==> config.mk <==
export PLATFORM = sky130hd
export DESIGN_NAME = fifo_read_serializer_flat
export DESIGN_NICKNAME = d
export VERILOG_FILES = /design/src/rtl/fifo_read_serializer_pkg.sv /design/src/rtl/fifo_read_serializer_if.sv /design/src/rtl/fifo_read_serializer_word_buf2.sv /design/src/rtl/fifo_read_serializer.sv /design/src/flat_wrapper.sv
export SDC_FILE = /design/constraint.sdc
export NUM_CORES = 1
export LEC_CHECK = 0
export CAP_MARGIN = 5
export CORE_MARGIN = 2
export CORE_UTILIZATION = 41
export CTS_BUF_LIST = sky130_fd_sc_hd__clkbuf_4 sky130_fd_sc_hd__clkbuf_8
export CTS_CLUSTER_SIZE = 8
export DETAILED_ROUTE_END_ITERATION = 10
export GPL_TIMING_DRIVEN = 1
export PLACE_DENSITY = 0.67
export RECOVER_POWER = 100
export SLEW_MARGIN = 25
export SYNTH_ARGS = -nofsm -noshare
export SYNTH_HDL_FRONTEND = slang
export SYNTH_SLANG_ARGS = --single-unit
==> constraint.sdc <==
create_clock -name clk -period 3.4 [get_ports clk]
set_input_delay 0.68 -clock clk [delete_from_list [all_inputs] [get_ports clk]]
set_output_delay 0.68 -clock clk [all_outputs]
set_load 0.05 [all_outputs]
==> src/rtl/fifo_read_serializer_pkg.sv <==
// Constants and types shared by the SRAM FIFO and its read-side serializer.
package fifo_pkg;

    localparam int LANE_W     = 72;
    localparam int LANES      = 4;
    localparam int WORD_W     = LANE_W * LANES;
    localparam int LANE_IDX_W = 2;
    localparam int RD_LAT_DEF = 1;

    typedef logic [WORD_W-1:0]     word_t;
    typedef logic [LANE_W-1:0]     lane_t;
    typedef logic [LANE_IDX_W-1:0] lane_idx_t;

    // Number of reads in flight; the pending register is at most 3 deep.
    function automatic logic [1:0] pend_count(input logic [2:0] pend);
        return {1'b0, pend[0]} + {1'b0, pend[1]} + {1'b0, pend[2]};
    endfunction

endpackage

==> src/rtl/fifo_read_serializer_if.sv <==
// FIFO read port plus the 72-bit lane stream, as seen by the serializer (master).
interface fifo_read_serializer_if;
    import fifo_pkg::*;

    logic      fifo_empty;
    logic      fifo_read_en;
    word_t     fifo_read_dt;
    logic      out_valid;
    logic      out_ready;
    lane_t     out_data;
    lane_idx_t out_lane;
    logic      out_last;
    logic      busy;

    modport master (
        input  fifo_empty, fifo_read_dt, out_ready,
        output fifo_read_en, out_valid, out_data, out_lane, out_last, busy
    );

    modport slave (
        output fifo_empty, fifo_read_dt, out_ready,
        input  fifo_read_en, out_valid, out_data, out_lane, out_last, busy
    );

endinterface

==> src/rtl/fifo_read_serializer_word_buf2.sv <==
// Two-entry word buffer: cur is the word being serialized, nxt is its successor.
module word_buf2
    import fifo_pkg::*;
(
    input  logic  clk,
    input  logic  rst_n,
    input  logic  cap_i,
    input  word_t cap_word_i,
    input  logic  pop_i,
    output logic  cur_valid_o,
    output word_t cur_word_o,
    output logic  nxt_valid_o
);

    logic  cur_valid_q, cur_valid_d;
    logic  nxt_valid_q, nxt_valid_d;
    word_t cur_word_q,  cur_word_d;
    word_t nxt_word_q,  nxt_word_d;

    // Next-state: a pop frees cur before an arriving word is placed.
    always_comb begin
        cur_valid_d = cur_valid_q;
        nxt_valid_d = nxt_valid_q;
        cur_word_d  = cur_word_q;
        nxt_word_d  = nxt_word_q;
        if (pop_i) begin
            if (nxt_valid_q) begin
                cur_valid_d = 1'b1;
                cur_word_d  = nxt_word_q;
                nxt_valid_d = cap_i;
                nxt_word_d  = cap_i ? cap_word_i : nxt_word_q;
            end else if (cap_i) begin
                cur_valid_d = 1'b1;
                cur_word_d  = cap_word_i;
            end else begin
                cur_valid_d = 1'b0;
            end
        end else if (cap_i) begin
            if (!cur_valid_q) begin
                cur_valid_d = 1'b1;
                cur_word_d  = cap_word_i;
            end else begin
                nxt_valid_d = 1'b1;
                nxt_word_d  = cap_word_i;
            end
        end else begin
            cur_valid_d = cur_valid_q;
        end
    end

    // Buffer state registers.
    always_ff @(posedge clk or negedge rst_n) begin
        if (!rst_n) begin
            cur_valid_q <= 1'b0;
            nxt_valid_q <= 1'b0;
            cur_word_q  <= '0;
            nxt_word_q  <= '0;
        end else begin
            cur_valid_q <= cur_valid_d;
            nxt_valid_q <= nxt_valid_d;
            cur_word_q  <= cur_word_d;
            nxt_word_q  <= nxt_word_d;
        end
    end

    assign cur_valid_o = cur_valid_q;
    assign cur_word_o  = cur_word_q;
    assign nxt_valid_o = nxt_valid_q;

endmodule

==> src/rtl/fifo_read_serializer.sv <==
// Pops 288-bit words from the SRAM FIFO and streams them out as four 72-bit lanes.
module fifo_read_serializer
    import fifo_pkg::*;
#(
    parameter int RD_LAT = RD_LAT_DEF
) (
    input  logic                  clk,
    input  logic                  rst_n,
    fifo_read_serializer_if.master bus
);

    lane_idx_t         lane_q, lane_d;
    logic [RD_LAT-1:0] rd_pend_q;
    logic [RD_LAT-1:0] rd_pend_d;
    logic [RD_LAT:0]   pend_shift_s;
    logic              cur_valid_s;
    logic              nxt_valid_s;
    word_t             cur_word_s;
    logic              hs_s;
    logic              last_hs_s;
    logic              cap_s;
    logic              rd_en_s;
    logic [2:0]        occ_s;
    logic [2:0]        occ_after_s;

    assign hs_s      = cur_valid_s & bus.out_ready;
    assign last_hs_s = hs_s & (lane_q == LANE_IDX_W'(LANES - 1));
    assign cap_s     = rd_pend_q[RD_LAT-1];

    // A word finishing its last lane this cycle frees its slot for a new read.
    assign occ_s       = {2'b00, cur_valid_s} + {2'b00, nxt_valid_s}
                       + {1'b0, pend_count(3'(rd_pend_q))};
    assign occ_after_s = occ_s - {2'b00, last_hs_s};
    assign rd_en_s     = rst_n & ~bus.fifo_empty & (occ_after_s < 3'd2);

    assign pend_shift_s = {rd_pend_q, rd_en_s};
    assign rd_pend_d    = pend_shift_s[RD_LAT-1:0];

    // Lane counter advances on every handshake and wraps after the last lane.
    always_comb begin
        lane_d = lane_q;
        if (hs_s) begin
            lane_d = last_hs_s ? LANE_IDX_W'(0) : lane_q + LANE_IDX_W'(1);
        end else begin
            lane_d = lane_q;
        end
    end

    // Lane counter and in-flight read tracking.
    always_ff @(posedge clk or negedge rst_n) begin
        if (!rst_n) begin
            lane_q    <= '0;
            rd_pend_q <= '0;
        end else begin
            lane_q    <= lane_d;
            rd_pend_q <= rd_pend_d;
        end
    end

    word_buf2 u_buf (
        .clk         (clk),
        .rst_n       (rst_n),
        .cap_i       (cap_s),
        .cap_word_i  (bus.fifo_read_dt),
        .pop_i       (last_hs_s),
        .cur_valid_o (cur_valid_s),
        .cur_word_o  (cur_word_s),
        .nxt_valid_o (nxt_valid_s)
    );

    assign bus.fifo_read_en = rd_en_s;
    assign bus.out_valid    = cur_valid_s;
    assign bus.out_data     = cur_word_s[32'(lane_q) * LANE_W +: LANE_W];
    assign bus.out_lane     = lane_q;
    assign bus.out_last     = cur_valid_s & (lane_q == LANE_IDX_W'(LANES - 1));
    assign bus.busy         = cur_valid_s | nxt_valid_s | (|rd_pend_q);

endmodule

==> src/flat_wrapper.sv <==
// flat-port wrapper written by rule: the top's interface ports become plain ports
module fifo_read_serializer_flat import fifo_pkg::*;
#(
    parameter int RD_LAT = RD_LAT_DEF
)
  (clk, rst_n, bus_fifo_empty, bus_fifo_read_dt, bus_out_ready, bus_fifo_read_en, bus_out_valid, bus_out_data, bus_out_lane, bus_out_last, bus_busy);
  fifo_read_serializer_if bus_i ();
  input  logic clk;
  input  logic rst_n;
  input wire logic [$bits(bus_i.fifo_empty)-1:0] bus_fifo_empty;
  input wire logic [$bits(bus_i.fifo_read_dt)-1:0] bus_fifo_read_dt;
  input wire logic [$bits(bus_i.out_ready)-1:0] bus_out_ready;
  output wire logic [$bits(bus_i.fifo_read_en)-1:0] bus_fifo_read_en;
  output wire logic [$bits(bus_i.out_valid)-1:0] bus_out_valid;
  output wire logic [$bits(bus_i.out_data)-1:0] bus_out_data;
  output wire logic [$bits(bus_i.out_lane)-1:0] bus_out_lane;
  output wire logic [$bits(bus_i.out_last)-1:0] bus_out_last;
  output wire logic [$bits(bus_i.busy)-1:0] bus_busy;
  assign bus_i.fifo_empty = bus_fifo_empty;
  assign bus_i.fifo_read_dt = bus_fifo_read_dt;
  assign bus_i.out_ready = bus_out_ready;
  assign bus_fifo_read_en = bus_i.fifo_read_en;
  assign bus_out_valid = bus_i.out_valid;
  assign bus_out_data = bus_i.out_data;
  assign bus_out_lane = bus_i.out_lane;
  assign bus_out_last = bus_i.out_last;
  assign bus_busy = bus_i.busy;
  fifo_read_serializer #(.RD_LAT(RD_LAT)) u_core (.clk(clk), .rst_n(rst_n), .bus(bus_i));
endmodule
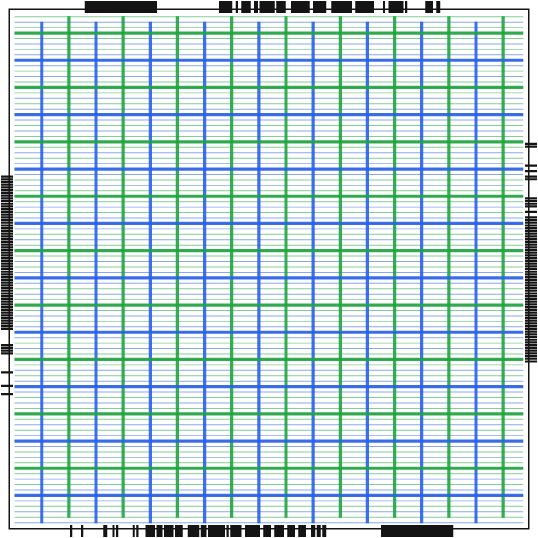
**Above:** run 1 (power grid).
Scale: 2 px per µm. Pins as bars on the die edge.
| net | color |
|---|---|
| VSS | blue |
| VDD | green |
rows: 93
met5 straps: 18
met1 rails: 94
met4 straps: 18
signal pins: 370
Core ar.: 64300 µm²
Peak supply drop: 580 µV
Die W: 259 µm
die span in y: 259 µm

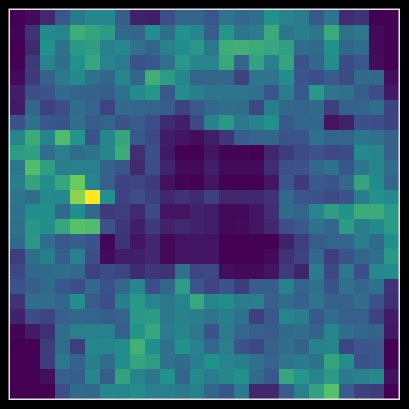
**Above:** run 1 (signal metal coverage by tile).
Scale: 1.5 px per µm. The die is cut into 26 by 26 equal tiles; dark purple is low, yellow is high, scaled to the fullest tile. Values are wire area over tile area, all layers added.
tiles over half the peak: 12%
fullest tile: 0.48
emptiest ninth of the die: center
mean over tiles: 0.15
nearly empty tiles: 5.9%

==> results.sh, run 1 <==
# source this file to load flow results
export IMPL_top_cells_by_count="mux2_2 (865), dfrtp_1 (581), buf_2 (81)"
export IMPL_period_used_pct=95.4
export IMPL_crit_start="u_core.bus.out_lane[0]"
export IMPL_max_freq_ghz=0.308
export IMPL_most_common_cell="mux2_2"
export IMPL_grt_busiest_layer="met2"
export IMPL_setup_slack_ns=0.156
export IMPL_grt_start_max_net_pins=177
export IMPL_final_cells=3001
export IMPL_clk_pin_slew_ns=0.06
export IMPL_via_count=15564
export IMPL_synth_nets=1950
export IMPL_ys_cells=1654
export IMPL_holdWs_ns=0.411
export IMPL_n_antenna_cell=8
export IMPL_grt_ovfl_total=0
export IMPL_edf_count=0
export IMPL_logic_gate_count=960
export IMPL_layout_drive_gt1_share_pct=56.1
export IMPL_dp_cells=2815
export IMPL_io_pins=370
export IMPL_cp_required_ns=2.72
export IMPL_async_reset_ff_share_pct=100
export IMPL_cts_root_buffer="clkbuf_8"
export IMPL_clock_buffer_count=162
export IMPL_syn_to_final_growth_pct=25.1
export IMPL_inv_count=3
export IMPL_ys_types=23
export IMPL_rows=93
export IMPL_r2r_cells=6
export IMPL_grt_pass1_vias=17174
export IMPL_bufAreaShareNonClock_pct=11.9
export IMPL_violations="max-capacitance violations, max-slew violations"
export IMPL_fin_skew_ns=0.0264
export IMPL_p_seq_share_pct=37.2
export IMPL_ant_nets=0
export IMPL_final_max_slew_viol_count=401
export IMPL_period_needed_ns=3.24
export IMPL_muxShareOfSynthArea_pct=42.6
export IMPL_gp_congestion=0.779
export IMPL_synthFlopType="dfrtp_1"
export IMPL_routed_top_layer="met5"
export IMPL_path_cells="buf_6 > mux4_2 > dlygate4sd2_1"
export IMPL_flops=581
export IMPL_synth_xor_xnor_area_share_pct=0.0844
export IMPL_ys_ff=581
export IMPL_cts_hold_buf=1
export IMPL_status="finished, violations left"
export IMPL_synth_cellmix_simpleShare_pct=0.300
export IMPL_track_usage_pct=19.1
export IMPL_buffers_excl_clock=419
export IMPL_h_tree_depth=3
export IMPL_area_leaders="dfrtp_1 (55%), mux2_2 (37%), mux4_2 (6.1%)"
export IMPL_power_density_nw_per_um2=990
export IMPL_r2r_end="u_core.u_buf.nxt_word_q[283]"
export IMPL_drtPass1Iterations=4
export IMPL_cap_violations=4
export IMPL_critPathCapture="bus_out_data[67]"
export IMPL_die_area_um2=67100
export IMPL_power_switching_w=0.0119
export IMPL_r2r_start="u_core.bus.out_lane[0]"
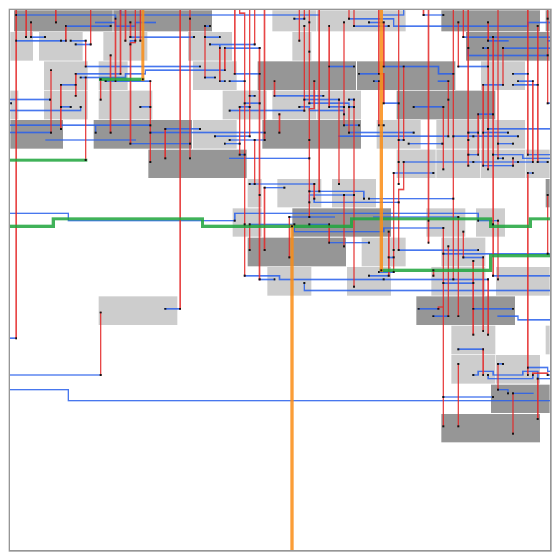
**Above:** run 1 (close-up of the layout).
Region (105, 156) to (155, 206) µm. Cells in gray, sequential cells in the stronger gray; small squares are vias.
| layer | color |
|---|---|
| metal 2 | red |
| metal 1 | blue |
| metal 4 | orange |
| metal 3 | green |
cells with their middle in the window: 55
most frequent: mux2_2 (26), dfrtp_1 (16)
sequential cells in the window: 16
netlist names of flops here include: `u_core.u_buf.nxt_word_q` (10), `u_core.u_buf.cur_word_o` (6)

**Run 1: placement view**

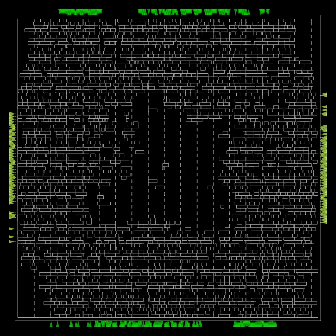

--- run 2 (diff from run 1) ---
--- a/config.mk
+++ b/config.mk
@@ -14,7 +14,7 @@
 export GPL_TIMING_DRIVEN = 1
 export PLACE_DENSITY = 0.67
 export RECOVER_POWER = 100
-export SLEW_MARGIN = 25
+export SLEW_MARGIN = 20
 export SYNTH_ARGS = -nofsm -noshare
 export SYNTH_HDL_FRONTEND = slang
 export SYNTH_SLANG_ARGS = --single-unit
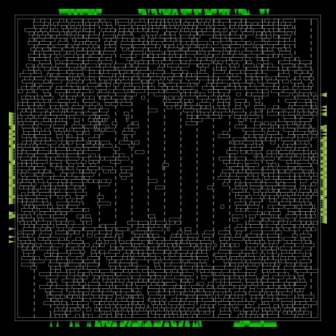
**Above:** run 2 (placement view).
fill count: 5372
sequential fraction of total cell area: 43.6%
Finished Layout Cells: 3001

==> results.sh, run 2 <==
# source this file to load flow results
export IMPL_status="finished, violations left"
export IMPL_violations="max-capacitance violations, max-slew violations"
export IMPL_r2r_end="u_core.u_buf.nxt_word_q[283]"
export IMPL_grt_busiest_layer="met2"
export IMPL_place_area_um2=31500
export IMPL_async_reset_ff_share_pct=100
export IMPL_track_usage_pct=19.1
export IMPL_antenna_found_initial=12
export IMPL_power_switching_w=0.0118
export IMPL_h_tree_depth=3
export IMPL_most_common_cell="mux2_2"
export IMPL_syn_to_final_growth_pct=25.1
export IMPL_area_leaders="dfrtp_1 (55%), mux2_2 (37%), mux4_2 (6.1%)"
export IMPL_die_h_um=259
export IMPL_ys_cells=1654
export IMPL_ant_nets=0
export IMPL_max_freq_ghz=0.308
export IMPL_setup_slack_ns=0.154
export IMPL_cts_hold_buf=1
export IMPL_top_cells_by_count="mux2_2 (865), dfrtp_1 (581), buf_2 (81)"
export IMPL_edf_count=0
export IMPL_core_um2=64300
export IMPL_grt_pass1_vias=17174
export IMPL_muxShareOfSynthArea_pct=42.6
export IMPL_ys_seq_share_pct=54.5
export IMPL_cts_root_buffer="clkbuf_8"
export IMPL_routed_top_layer="met5"
export IMPL_flops=581
export IMPL_fin_skew_ns=0.0252
export IMPL_clk_pin_slew_ns=0.06
export IMPL_grt_start_max_net_pins=177
export IMPL_crit_start="u_core.bus.out_lane[0]"
export IMPL_power_density_nw_per_um2=989
export IMPL_logic_gate_count=960
export IMPL_io_pins=370
export IMPL_synth_xor_xnor_area_share_pct=0.0844
export IMPL_rows=93
export IMPL_synth_cellmix_simpleShare_pct=0.300
export IMPL_r2r_start="u_core.bus.out_lane[0]"
export IMPL_ir_drop_uv=580
export IMPL_synthFlopType="dfrtp_1"
export IMPL_p_seq_share_pct=37.2
export IMPL_bufAreaShareNonClock_pct=11.9
export IMPL_clock_buffer_count=162
export IMPL_gp_congestion=0.779
export IMPL_inv_count=3
export IMPL_ys_types=23
export IMPL_dp_cells=2815
export IMPL_buffers_excl_clock=419
export IMPL_ys_ff=581
export IMPL_cap_violations=5
export IMPL_path_cells="buf_6 > mux4_2 > dlygate4sd2_1"
export IMPL_critPathCapture="bus_out_data[67]"
export IMPL_n_antenna_cell=8
export IMPL_die_w_um=259
export IMPL_grt_ovfl_total=0
export IMPL_cp_required_ns=2.72
export IMPL_layout_drive_gt1_share_pct=56.1
export IMPL_via_count=15575
export IMPL_synth_nets=1950
export IMPL_period_needed_ns=3.25
export IMPL_die_area_um2=67100
export IMPL_final_max_slew_viol_count=544
export IMPL_drtPass1Iterations=4
--- run 3 (diff from run 2) ---
--- a/config.mk
+++ b/config.mk
@@ -5,7 +5,6 @@
 export SDC_FILE = /design/constraint.sdc
 export NUM_CORES = 1
 export LEC_CHECK = 0
-export CAP_MARGIN = 5
 export CORE_MARGIN = 2
 export CORE_UTILIZATION = 41
 export CTS_BUF_LIST = sky130_fd_sc_hd__clkbuf_4 sky130_fd_sc_hd__clkbuf_8
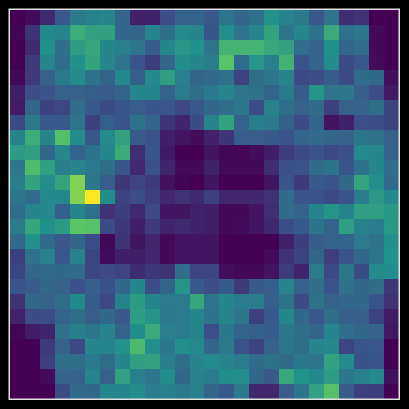
**Above:** run 3 (signal metal coverage by tile).
Scale: 1.5 px per µm. The die is cut into 26 by 26 equal tiles; dark purple is low, yellow is high, scaled to the fullest tile. Values are wire area over tile area, all layers added.
nearly empty tiles: 5.8%
fullest tile: 0.48
emptiest ninth of the die: center
tiles over half the peak: 9.8%
mean over tiles: 0.15
drt wl/cell: 21.2 µm
routed via count: 15575
gr usage total: 19.1%
final WL: 63.5 mm

==> results.sh, run 3 <==
# source this file to load flow results
export IMPL_status="finished, violations left"
export IMPL_violations="max-capacitance violations, max-slew violations"
export IMPL_synthAdderAreaFrac_pct=0.188
export IMPL_clock_buffer_count=162
export IMPL_finalSetupViolations=0
export IMPL_antenna_found_initial=12
export IMPL_cap_violations=5
export IMPL_seq_area_share_pct=43.6
export IMPL_muxShareOfSynthArea_pct=42.6
export IMPL_io_pins=370
export IMPL_critPathCapture="bus_out_data[67]"
export IMPL_logic_gate_count=960
export IMPL_largestPowerGroup="combinational logic"
export IMPL_path_depth=3
export IMPL_synth_top_area_share_pct=54.5
export IMPL_slowest_stage="mux4_2"
export IMPL_bufAreaShareNonClock_pct=11.9
export IMPL_die_w_um=259
export IMPL_p_comb_w=0.0140
export IMPL_dp_cells=2815
export IMPL_drtPass1Iterations=4
export IMPL_power_switching_w=0.0118
export IMPL_gp_congestion=0.779
export IMPL_startpoint_type="flip-flop"
export IMPL_synth_nets=1950
export IMPL_r2r_start="u_core.bus.out_lane[0]"
export IMPL_routed_top_layer="met5"
export IMPL_inv_count=3
export IMPL_clk_share_pct=6.46
export IMPL_die_area_um2=67100
export IMPL_period_needed_ns=3.25
export IMPL_dr_wl_met2_mm=31.4
export IMPL_tns_ns=0
export IMPL_layout_drive_gt1_share_pct=56.1
export IMPL_clock_path_buffers=3
export IMPL_rows=93
export IMPL_max_freq_ghz=0.308
export IMPL_core_um2=64300
export IMPL_log_warning_count=34
export IMPL_grt_start_max_net_pins=177
export IMPL_synth_avg_cell_area_um2=16.1
export IMPL_buffers_excl_clock=419
export IMPL_path_cells="buf_6 > mux4_2 > dlygate4sd2_1"
export IMPL_flops=581
export IMPL_cts_hold_buf=1
export IMPL_synth_cellmix_simpleShare_pct=0.300
export IMPL_top_cells_by_count="mux2_2 (865), dfrtp_1 (581), buf_2 (81)"
export IMPL_hpwl_mm=42.1
export IMPL_rrSetupSlack_ns=0.26
export IMPL_synthTopLogicFamily="multiplexers"
export IMPL_die_h_um=259
export IMPL_most_common_cell="mux2_2"
export IMPL_crit_start="u_core.bus.out_lane[0]"
export IMPL_setup_slack_ns=0.154
export IMPL_wl_met1_mm=27.9
export IMPL_grt_ovfl_total=0
export IMPL_ant_nets=0
export IMPL_r2r_end="u_core.u_buf.nxt_word_q[283]"
export IMPL_final_max_slew_viol_count=544
export IMPL_fp_util_pct=41.4
export IMPL_io_buffer_count=369
export IMPL_edf_count=0
export IMPL_dr_wl_met3_mm=2.66
export IMPL_n_antenna_cell=8
export IMPL_area_leaders="dfrtp_1 (55%), mux2_2 (37%), mux4_2 (6.1%)"
export IMPL_fin_skew_ns=0.0252
export IMPL_syn_to_final_growth_pct=25.1
export IMPL_synth_xor_xnor_area_share_pct=0.0844
export IMPL_p_seq_share_pct=37.2
export IMPL_clk_pin_slew_ns=0.06
export IMPL_ys_cells=1654
export IMPL_holdWs_ns=0.408
export IMPL_place_area_um2=31500
export IMPL_fillers=5372
export IMPL_power_density_nw_per_um2=989
export IMPL_async_reset_ff_share_pct=100
export IMPL_cp_required_ns=2.72
export IMPL_grt_pass1_vias=17174
export IMPL_ir_drop_uv=580
export IMPL_final_cells=3001
export IMPL_ys_seq_share_pct=54.5
export IMPL_h_tree_depth=3
export IMPL_final_cell_mix="mux2_2 (865), dfrtp_1 (579), clkdlybuf4s50_1 (290)"
export IMPL_cts_root_buffer="clkbuf_8"
export IMPL_synthFlopType="dfrtp_1"
export IMPL_ys_ff=581
export IMPL_ys_types=23
export IMPL_tightestPinTransition_ns=2.19
export IMPL_grt_busiest_layer="met2"
export IMPL_drc=0
